--- src/rtl/stream_kernel_sequencer.sv ---
// Sequencer for a 3x3 streaming convolution: tracks pixel position,
// gates line-buffer shifting and times window/result valid strobes.
module stream_kernel_sequencer #(
    parameter int WIDTH   = 640,
    parameter int HEIGHT  = 480,
    parameter int LATENCY = 2
) (
    input  logic                      clk,
    input  logic                      reset,
    input  logic                      pix_valid,
    input  logic                      sof,
    input  logic [1:0]                mode_req,
    output logic [1:0]                mode_active,
    output logic                      shift_en,
    output logic [$clog2(WIDTH)-1:0]  col,
    output logic [$clog2(HEIGHT)-1:0] row,
    output logic                      win_valid,
    output logic                      out_valid,
    output logic                      frame_done,
    output logic                      resync,
    output logic                      busy
);

    localparam int CW = $clog2(WIDTH);
    localparam int RW = $clog2(HEIGHT);
    localparam int DW = $clog2(LATENCY + 1);

    localparam logic [1:0] S_IDLE   = 2'd0;
    localparam logic [1:0] S_ACTIVE = 2'd1;
    localparam logic [1:0] S_DRAIN  = 2'd2;

    logic [1:0]         state;
    logic [DW-1:0]      dcnt;
    logic [LATENCY-1:0] pipe;
    logic               win_q;
    logic               done_q;
    logic               resync_q;

    logic               start;
    logic               step;
    logic               frame_end;
    logic               win_d;
    logic [CW-1:0]      nxt_col;
    logic [RW-1:0]      nxt_row;

    assign start = pix_valid && sof;
    assign step  = (state == S_ACTIVE) && pix_valid && !sof;

    // Coordinates of the pixel accepted this cycle (if any)
    always_comb begin
        nxt_col = col;
        nxt_row = row;
        if (start) begin
            nxt_col = '0;
            nxt_row = '0;
        end else if (step) begin
            if (col == CW'(WIDTH - 1)) begin
                nxt_col = '0;
                nxt_row = row + RW'(1);
            end else begin
                nxt_col = col + CW'(1);
            end
        end
    end

    assign frame_end = step
                    && (nxt_col == CW'(WIDTH - 1))
                    && (nxt_row == RW'(HEIGHT - 1));

    assign win_d = step
                && (nxt_col >= CW'(2))
                && (nxt_row >= RW'(2));

    always_ff @(posedge clk) begin
        if (reset) begin
            state       <= S_IDLE;
            dcnt        <= '0;
            col         <= '0;
            row         <= '0;
            mode_active <= '0;
            win_q       <= 1'b0;
            pipe        <= '0;
            done_q      <= 1'b0;
            resync_q    <= 1'b0;
        end else begin
            done_q   <= 1'b0;
            resync_q <= 1'b0;
            win_q    <= win_d;
            col      <= nxt_col;
            row      <= nxt_row;
            pipe[0]  <= win_q;
            for (int i = 1; i < LATENCY; i++) begin
                pipe[i] <= pipe[i-1];
            end
            if (start) begin
                // A new frame discards any results still in flight
                state       <= S_ACTIVE;
                mode_active <= mode_req;
                resync_q    <= (state != S_IDLE);
                pipe        <= '0;
                dcnt        <= '0;
            end else begin
                case (state)
                    S_ACTIVE: begin
                        if (frame_end) begin
                            state <= S_DRAIN;
                            dcnt  <= '0;
                        end
                    end
                    S_DRAIN: begin
                        if (dcnt == DW'(LATENCY - 1)) begin
                            state  <= S_IDLE;
                            done_q <= 1'b1;
                        end else begin
                            dcnt <= dcnt + DW'(1);
                        end
                    end
                    S_IDLE: begin
                        state <= S_IDLE;
                    end
                    default: begin
                        state <= S_IDLE;
                    end
                endcase
            end
        end
    end

    assign shift_en = !reset && pix_valid
                   && ((state == S_ACTIVE)
                    || ((state == S_IDLE) && sof));

    assign busy       = !reset
                     && ((state == S_ACTIVE) || (state == S_DRAIN));
    assign win_valid  = win_q && !reset;
    assign out_valid  = pipe[LATENCY-1] && !reset;
    assign frame_done = done_q && !reset;
    assign resync     = resync_q && !reset;

endmodule

--- config.mk ---
export PLATFORM = sky130hd
export DESIGN_NAME = stream_kernel_sequencer
export DESIGN_NICKNAME = d
export VERILOG_FILES = /design/src/rtl/stream_kernel_sequencer.sv
export SDC_FILE = /design/constraint.sdc
export NUM_CORES = 1
export LEC_CHECK = 0
export ABC_AREA = 0
export CAP_MARGIN = 10
export CORE_MARGIN = 4
export CORE_UTILIZATION = 52
export CTS_CLUSTER_DIAMETER = 40
export DETAILED_ROUTE_END_ITERATION = 6
export DONT_BUFFER_PORTS = 1
export PLACE_DENSITY = 0.67
export SETUP_SLACK_MARGIN = 0.5
export SLEW_MARGIN = 20
export SYNTH_ARGS = -nofsm -noshare
export SYNTH_HDL_FRONTEND = slang
export SYNTH_SLANG_ARGS = --single-unit
--- constraint.sdc ---
create_clock -name clk -period 7.9 [get_ports clk]
set_input_delay 1.185 -clock clk [delete_from_list [all_inputs] [get_ports clk]]
set_output_delay 1.185 -clock clk [all_outputs]
set_load 0.02 [all_outputs]
==> images/zoom.png <==
Region (4, 37) to (29, 62) µm. Cells in grey, sequential cells in the stronger grey; small squares are vias.
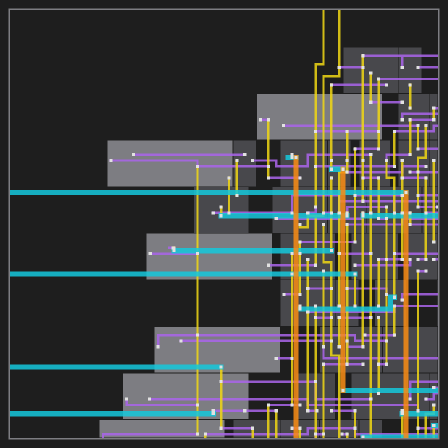
[met4] orange
[met1] purple
[met3] cyan
[met2] yellow
cells with their middle in the window: 29
sequential cells in the window: 5
most frequent: dfxtp_1 (5), xnor2_1 (4), nor2_1 (4)
netlist names of flops here include: col (5)

==> images/drive_strength.png <==
(6 px per µm)
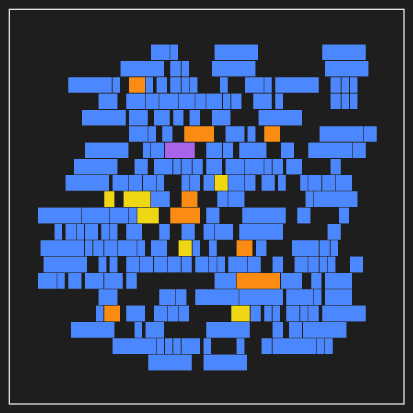
[drive 6 and up] purple | cells: 1 | share: 0.47%
[drive 3 to 4] orange | cells: 8 | share: 3.8%
[drive 1 or less] blue | cells: 197 | share: 93%
[drive 2] yellow | cells: 6 | share: 2.8%

==> out/summary.log <==
INFO  run_status     status=complete, no violations
INFO  pwr            share_comb_of_total_power=3.6%
INFO  logic_synthesis synth-async-reset-ratio=0%
INFO  logic_synthesis compound_area_share=13.9%
INFO  logic_synthesis syn-num-nets=227
INFO  cells_and_area layout.nonclk_buf_share=0%
INFO  pwr            p_seq=154µW
INFO  detailed_routing detail_route.first_pass.iterations=4
INFO  cts            post_cts_buffers=0
INFO  logic_synthesis synthMostInstantiatedCell=dfxtp_1
INFO  cells_and_area largest_register_ff_count=10
INFO  final_timing   relSlewSlack=53.6%
INFO  logic_synthesis synth-xor-area-share=8.65%
INFO  hold_path      whs_endpoint=pipe[1]
INFO  cts            cts.clk_slew.worst_paths=0.09ns
INFO  cts            cts.sink_count=30
INFO  cells_and_area layout.area.top_class=logic gates
INFO  detailed_routing drc_errors=0
INFO  final_timing   setup_total_negative_slack=0ns
INFO  pwr            top_power_group=registers
INFO  critical_path  crit-reg2reg-launch=col[0]
INFO  hold_path      worstHoldPathCells=1
INFO  pwr            clock_net_power=96.5µW
INFO  pwr            power=259µW
INFO  placement      pre_cts_ws=4.67ns
INFO  grt            grt_antenna_before_repair=0
INFO  cells_and_area lay_top_cells=dfxtp_1, nor2_1, nand2_1
INFO  final_timing   setup_viol=0
INFO  logic_synthesis topCellsByArea=dfxtp_1, nor2_1, xnor2_1, a21oi_1, ha_1
INFO  hold_path      hold_path.startpoint=pipe[0]
INFO  critical_path  critical_path.n_buffers_inverters=0
INFO  floorplanning  fp.dieArea=4300µm²
INFO  floorplanning  die_w=65.5µm
INFO  critical_path  worst-endpoint-required=8.11ns
INFO  grt            grt_use_met3=6.84%
INFO  placement      place.gp.congestion=0.896
INFO  logic_synthesis postSynthRegisterBits=30
INFO  cells_and_area non_clock_inverter_count=7
INFO  final_timing   clock-skew-final=0.0113ns
INFO  critical_path  worst_setup_path_end_kind=flop
INFO  cells_and_area logic_area=1050µm²
INFO  logic_synthesis yosys.area_share.simple=33.4%
INFO  cts            num_cts_buffers=5
INFO  final_timing   final_period_minus_worst_setup_slack=3.13ns
INFO  placement      place_hpwl=2900µm
INFO  cells_and_area layoutNonFillerInstCount=256
INFO  cts            cts_htree_levels=2
INFO  cells_and_area layout.area.seq=601µm²
INFO  pwr            power.switching_fraction=23.7%
INFO  cells_and_area final_common_cell=dfxtp_1
INFO  cts            max-clock-path-buffers=2
INFO  cts            cts_tree=built
INFO  logic_synthesis synth-warning-count=0
INFO  cells_and_area final-clk-cell-share=3.36%
INFO  placement      placedCellCount=248
INFO  logic_synthesis syn_inst=215
INFO  cells_and_area largest_register=col
INFO  detailed_routing dr.max_layer_used=met4
INFO  detailed_routing routed-wl-met2=1820µm
==> images/cell_classes.png <==
(6 px per µm)
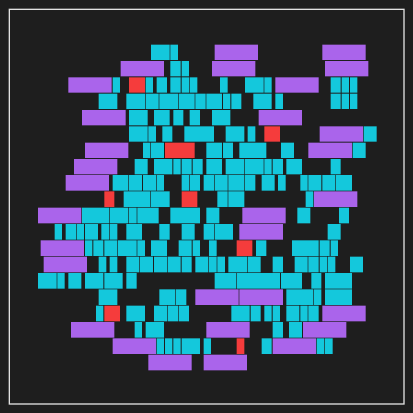
[clock drivers and dummy loads] red | cells: 8 | share of their area: 3.5%
[flip-flops] purple | cells: 30 | share of their area: 35%
[all other logic] cyan | cells: 174 | share of their area: 62%
Core ar.: 3100 µm²
sequential portion of the cell area: 33.6%
Final Instance Area: 1790 µm²

No activity file was given, so power comes from the tool's default toggle rates.
